## config.mk

```make
export PLATFORM = sky130hd
export DESIGN_NAME = bin_to_text_stream
export DESIGN_NICKNAME = d
export VERILOG_FILES = /design/src/rtl/text_pkg.sv /design/src/rtl/bin_to_bcd_seq.sv /design/src/rtl/bin_to_text_stream.sv
export SDC_FILE = /design/constraint.sdc
export NUM_CORES = 1
export LEC_CHECK = 0
export CAP_MARGIN = 25
export CORE_ASPECT_RATIO = 0.5
export CORE_MARGIN = 2
export CORE_UTILIZATION = 50
export CTS_CLUSTER_DIAMETER = 100
export CTS_CLUSTER_SIZE = 28
export DETAILED_ROUTE_END_ITERATION = 7
export GPL_TIMING_DRIVEN = 0
export PLACE_DENSITY = 0.82
export SYNTH_ARGS = -nofsm -noshare
export SYNTH_HDL_FRONTEND = slang
export SYNTH_SLANG_ARGS = --single-unit
```

## constraint.sdc

```tcl
create_clock -name clk -period 2.3 [get_ports clk]
set_input_delay 0.46 -clock clk [delete_from_list [all_inputs] [get_ports clk]]
set_output_delay 0.46 -clock clk [all_outputs]
set_load 0.02 [all_outputs]
```

## src/rtl/text_pkg.sv

```systemverilog
// Shared types and constants for the binary-to-decimal text streamer.
// Holds the FSM state enum, ASCII constants and the double-dabble digit adjust.
package text_pkg;

   typedef enum logic [1:0] {
      IDLE    = 2'd0,
      CONVERT = 2'd1,
      EMIT    = 2'd2
   } state_t;

   localparam logic [7:0] ASCII_ZERO  = 8'h30;
   localparam logic [7:0] ASCII_SPACE = 8'h20;
   localparam logic [7:0] ASCII_DASH  = 8'h2D;

   // Double-dabble pre-shift correction: a digit >= 5 would exceed 9 after doubling.
   function automatic logic [3:0] add3_digit(input logic [3:0] d);
      return (d >= 4'd5) ? (d + 4'd3) : d;
   endfunction

endpackage

```

## src/rtl/bin_to_bcd_seq.sv

```systemverilog
// Sequential double-dabble converter: one input bit per cycle, MSB first.
// A start pulse loads the value; done pulses one cycle after the final shift.
module bin_to_bcd_seq
   import text_pkg::*;
#(
   parameter int BIN_W  = 10,
   parameter int DIGITS = 3
) (
   input  logic                  clk,
   input  logic                  rst_n,
   input  logic                  start,
   input  logic [BIN_W-1:0]      bin,
   output logic                  done,
   output logic [4*DIGITS-1:0]   bcd,
   output logic                  overflow
);

   localparam int CNT_W = $clog2(BIN_W + 1);

   logic [BIN_W-1:0]    sh_q;
   logic [CNT_W-1:0]    cnt_q;
   logic                busy_q;
   logic [4*DIGITS-1:0] adj;

   always_comb begin
      adj = '0;
      for (int i = 0; i < DIGITS; i++) begin
         adj[4*i +: 4] = add3_digit(bcd[4*i +: 4]);
      end
   end

   always_ff @(posedge clk) begin
      if (!rst_n) begin
         busy_q   <= 1'b0;
         done     <= 1'b0;
         bcd      <= '0;
         overflow <= 1'b0;
         sh_q     <= '0;
         cnt_q    <= '0;
      end else begin
         done <= 1'b0;
         if (start) begin
            sh_q     <= bin;
            bcd      <= '0;
            overflow <= 1'b0;
            cnt_q    <= '0;
            busy_q   <= 1'b1;
         end else if (busy_q) begin
            // The bit leaving the top digit is lost precision, so it is kept as a sticky flag.
            bcd      <= {adj[4*DIGITS-2:0], sh_q[BIN_W-1]};
            overflow <= overflow | adj[4*DIGITS-1];
            sh_q     <= sh_q << 1;
            cnt_q    <= cnt_q + CNT_W'(1);
            if (cnt_q == CNT_W'(BIN_W - 1)) begin
               busy_q <= 1'b0;
               done   <= 1'b1;
            end
         end
      end
   end

endmodule

```

## src/rtl/bin_to_text_stream.sv

```systemverilog
// Converts an unsigned binary value into a fixed-width stream of ASCII decimal
// characters, most significant first, with optional leading-zero blanking.
module bin_to_text_stream
   import text_pkg::*;
#(
   parameter int         BIN_W    = 10,
   parameter int         DIGITS   = 3,
   parameter bit         BLANK_LZ = 1'b1,
   parameter logic [7:0] PAD_CHAR = 8'h20
) (
   input  logic             clk,
   input  logic             rst_n,
   input  logic             in_valid,
   output logic             in_ready,
   input  logic [BIN_W-1:0] in_bin,
   output logic             out_valid,
   input  logic             out_ready,
   output logic [7:0]       out_char,
   output logic             out_last,
   output logic             out_overflow
);

   localparam int IDX_W = (DIGITS > 1) ? $clog2(DIGITS) : 1;
   localparam logic [IDX_W-1:0] LAST_IDX = IDX_W'(DIGITS - 1);

   // Handshakes: a transfer happens on a rising edge where valid && ready; a
   // producer holds valid and its payload unchanged until that transfer.
   state_t              state_q, state_d;
   logic [IDX_W-1:0]    idx_q, idx_d;
   logic [7:0]          char_q, char_d;
   logic                start;
   logic                conv_done;
   logic                conv_ovf;
   logic [4*DIGITS-1:0] bcd;
   logic [7:0]          chars [DIGITS];
   logic                seen_nz;
   logic [3:0]          digit;

   assign in_ready = (state_q == IDLE);
   assign start    = in_valid && in_ready;

   bin_to_bcd_seq #(
      .BIN_W  (BIN_W),
      .DIGITS (DIGITS)
   ) u_conv (
      .clk      (clk),
      .rst_n    (rst_n),
      .start    (start),
      .bin      (in_bin),
      .done     (conv_done),
      .bcd      (bcd),
      .overflow (conv_ovf)
   );

   // chars[0] is the most significant digit; bcd stays frozen throughout EMIT.
   always_comb begin
      seen_nz = 1'b0;
      digit   = '0;
      for (int i = 0; i < DIGITS; i++) begin
         digit = bcd[4*(DIGITS-1-i) +: 4];
         if (digit != 4'd0) seen_nz = 1'b1;
         if (conv_ovf)
            chars[i] = ASCII_DASH;
         else if (BLANK_LZ && !seen_nz && (i != DIGITS - 1))
            chars[i] = PAD_CHAR;
         else
            chars[i] = ASCII_ZERO + {4'h0, digit};
      end
   end

   always_comb begin
      state_d = state_q;
      idx_d   = idx_q;
      char_d  = char_q;
      case (state_q)
         IDLE: begin
            if (start) begin
               state_d = CONVERT;
               idx_d   = '0;
               char_d  = 8'h00;
            end
         end
         CONVERT: begin
            if (conv_done) begin
               state_d = EMIT;
               idx_d   = '0;
               char_d  = chars[0];
            end
         end
         EMIT: begin
            if (out_ready) begin
               if (idx_q == LAST_IDX) begin
                  state_d = IDLE;
                  idx_d   = '0;
                  char_d  = 8'h00;
               end else begin
                  idx_d  = idx_q + IDX_W'(1);
                  char_d = chars[idx_d];
               end
            end
         end
         default: begin
            state_d = IDLE;
            idx_d   = '0;
            char_d  = 8'h00;
         end
      endcase
   end

   always_ff @(posedge clk) begin
      if (!rst_n) begin
         state_q <= IDLE;
         idx_q   <= '0;
         char_q  <= 8'h00;
      end else begin
         state_q <= state_d;
         idx_q   <= idx_d;
         char_q  <= char_d;
      end
   end

   assign out_valid    = (state_q == EMIT);
   assign out_char     = char_q;
   assign out_last     = out_valid && (idx_q == LAST_IDX);
   assign out_overflow = out_valid && conv_ovf;

endmodule

```

### Clock nets

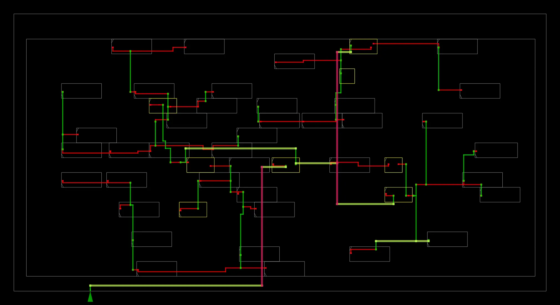
clock buffers: 6
CTS Buf Count: 5
flop count: 39
Clock Sinks: 39
Setup Skew: 0.00754 ns

### Sizing map

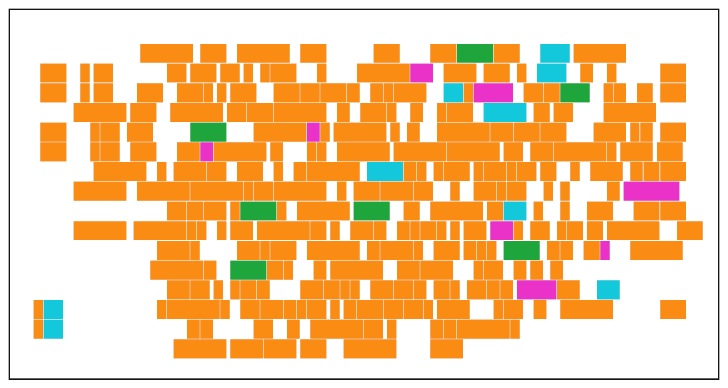
[drive 2] magenta | cells: 8 | share: 2.8%
[drive 6 and up] green | cells: 7 | share: 2.4%
[drive 1 or less] orange | cells: 262 | share: 92%
[drive 3 to 4] cyan | cells: 9 | share: 3.1%

### Logic cells by family

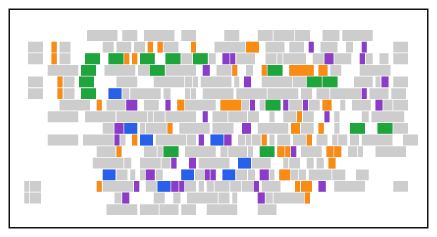
[NOR gates] orange | cells: 36
[NAND gates] purple | cells: 37
[multiplexers] green | cells: 17
[XOR/XNOR gates] blue | cells: 9

### Placement by cell class

Scale bar: 20 µm. Fill, decap, tap and diode cells in grey.
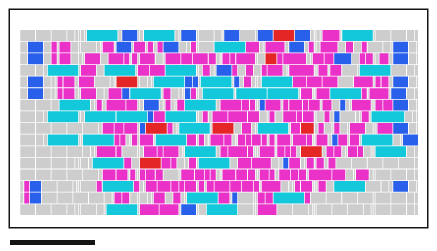
[clock drivers and dummy loads] red | cells: 8
[all other logic] magenta | cells: 200
[flops] cyan | cells: 39
[other buffers and delay cells] blue | cells: 39

==> Changelog: implementation <==
## Flow update

* Int Pwr at 1.30 mW
* FP Core Util at 0.540
* Die ar. at 4970 µm²
* Crit path DRT at 1.84 ns
* Total GRT Usage at 0.212
* Via count at 1917
* Die Y at 50.9 µm
* Vias in the first global route at 1789
* Log Warnings at 35
* Routed length per instance at 15.0 µm
* Leakage at 0.946 nW
* Post-Synthesis Cell Area at 2200 µm²
* Unique cell types at 50
* DRT Wirelength at 5.10 mm
* Router iterations before antenna repair at 4
* Final setup viols at 0
* Switching fraction of total power at 0.361
* Clk slew on worst S/H paths at 0.08 ns
* Cell Rows at 16
* Clock root buffer master: clkbuf_8
* Drc violations at 0
* Crit Path Category: reg -> out
* Initial antenna violation count at 0
* RSZ-0062 raised after global routing: false
* Crit path launch type: flop
* Clock group share of total power at 0.249
* Area delta synth->final at 18.4%
* Final Non-Filler Cells at 340
* Reg2Reg Setup Slack at 0.32 ns
* Worst-margin pin slew at 0.569 ns
* Max Fclk at 0.446 GHz
* Sequential element share of the synthesized area at 0.356
* # Cells Yosys at 254
* Dpl cells at 332
* CTS tree: built
* MaxCap Viol Count at 0
* HP Class: reg -> reg
* Drt via density at 5.64
* Largest net degree at the start of global routing at 14
* Port Buffer Count at 23
* Tot Pwr at 2.03 mW
* First-pass GRT wire length at 8.41 mm
* Post-synth EDFFs at 0
* Slew headroom at 0.617
* N_diodes at 0
* Critical path endpoint category: output pin
* Global placer's final weighted congestion at 0.868
* Cell with the most instances after synthesis: dfxtp_1
* First DRT Iteration DRCs at 165
* Synth cell count leaders: dfxtp_1 (39), nor2_1 (23), nand2_1 (20), mux2i_1 (17)
* Outcome: finished clean
* H-tree depth at 2
* Synth Register Bits at 39
* Setup TNS at 0 ns
* Crit path max fanout at 10
* Layout net count at 314
* Critical Path AT at 1.78 ns
* Clk ins delay skew pair at 0.30 ns
* Flop area at 782 µm²
* Post-DRT Antenna Nets at 0
* GRT Residual Overflow at 0
* Comb power frac at 0.355
* Crit share post-route at 0.974
* Reg power frac at 0.397
* Hpwl dp at 3.60 mm
* Maximum VDD drop at 0.000334 V
* Yosys synthesis chip area at 2200 µm²
* Commonest flop: dfxtp_1
* Share of post-route cells with drive strength above 1 at 0.0839
* PwrDens at 781 nW/µm²
* Logic cell area at 1290 µm²
* Async SR Flop Fraction at 0
* Post-synth top area cell: dfxtp_1
* CORE AREA at 4060 µm²
* Clock buffer depth at 2
* Warnings from Yosys at 0
* Synth top area share at 0.356
* Endpoints failing hold at 0
* FILL cells at 346
* Slew Viols, Final at 0
* Hold-fix buffers, CTS at 0
* Ports at 26
* Switching Power at 733 µW
* Horiz. Die Dim at 97.7 µm
* Post-synth area hogs: dfxtp_1 (36%), ha_1 (8.5%), mux2i_1 (7.7%)
* Cell count after synthesis at 254
* Final Critical Period at 2.24 ns
* Syn_area_per_cell at 8.65 µm²
-- logic make-up (layout without fill, tap and decap cells) --
group                    count (synthesis)  after routing  synth area share
AND/OR/NAND/NOR                         81             81             0.191
AND-OR/OR-AND                           61             61             0.192
flip-flops                              39             39             0.356
buffers and inverters                   31             62            0.0610
multiplexers                            17             17            0.0775
adder cells (fa/ha/maj)                 15             15            0.0855
XOR/XNOR                                 9              9            0.0359
other                                    1              2           0.00171
-- stage by stage --
step	setup WS [ns]	util	instance area [µm²]	hold WS, ns
finish	0.0591	0.640	2600	0.454
floorplan	0.369	-	2200	0.449
global route	0.00512	0.640	2600	0.497
detailed placement	0.127	0.615	2500	0.451
global placement	0.140	0.615	2500	0.444
CTS	0.00325	0.639	2600	0.461
-- what timing repair did --
item | 4_1_cts | 5_1_grt
buffers inserted | 0 | 0
endpoints found under the setup margin | 1 | 2
pin swaps | 0 | 0
resized | 1 | 2
-- worst max-delay path: stages, from the launching register on --
cell and delay, ns:
dfxtp_1 0.35, clkbuf_1 0.36, and2_1 0.19, clkdlybuf4s50_1 0.59
-- area by class of cell --
cell class	count	area share
timing repair buffer	23	0.0885
buffer	16	0.0298
sequential	39	0.301
multi-input combinational	185	0.495
inverter	15	0.0217
tap	54	0.0260
clock inverter	2	0.00626
clock buffer	6	0.0318
-- per-layer routing --
layer,part of all wire,wire (µm),global-route usage
met5,0,0,0
met4,0.012,62,0.0625
met3,0.076,386,0.0534
met2,0.44,2240,0.349
met1,0.47,2410,0.282
-- flip-flops by register name, summed over array words and instances, names as in the netlist --
signal and count:
u_conv.sh_q 10, u_conv.cnt_q 4, u_conv.busy_q 1, out_char 6
state_q 2, u_conv.done 1, idx_q 2, u_conv.overflow 1
u_conv.bcd 12
-- path summary, 6_finish.rpt --
kind,start,to,cells after the start
hold / removal,out_char[5],out_char[5],2
hold reg to reg,out_char[5],out_char[5],2
setup / recovery,u_conv.overflow,out_overflow,3
setup reg to reg,idx_q[0],out_char[0],7
-- power groups by stage --
stage / registers [mW] / logic [mW] / clock network, mW
floorplan: 0.807 / 0.531 / 0
global placement: 0.813 / 0.686 / 0
detailed placement: 0.820 / 0.709 / 0
CTS: 0.805 / 0.715 / 0.512
global route: 0.813 / 0.791 / 0.536
finish: 0.806 / 0.720 / 0.505
-- layout by cell type (no fill, tap or decap), drive strengths merged, types with 3 or more instances in the layout --
master         synthesis  layout
and2                   3       3
clkdlybuf4s50          0      23
mux2i                 17      17
a211oi                15      15
nor3                   6       6
nand2b                 4       4
nor2b                  4       4
o21ai                  7       7
nor2                  23      23
inv                   14      14
nand3                 11      11
nand2                 20      20
a21o                   3       3
dfxtp                 39      39
buf                    5       5
xnor2                  7       7
a21oi                 13      13
clkbuf                11      17
ha                    15      15
o22ai                  5       5
No activity file was given, so power comes from the tool's default toggle rates.
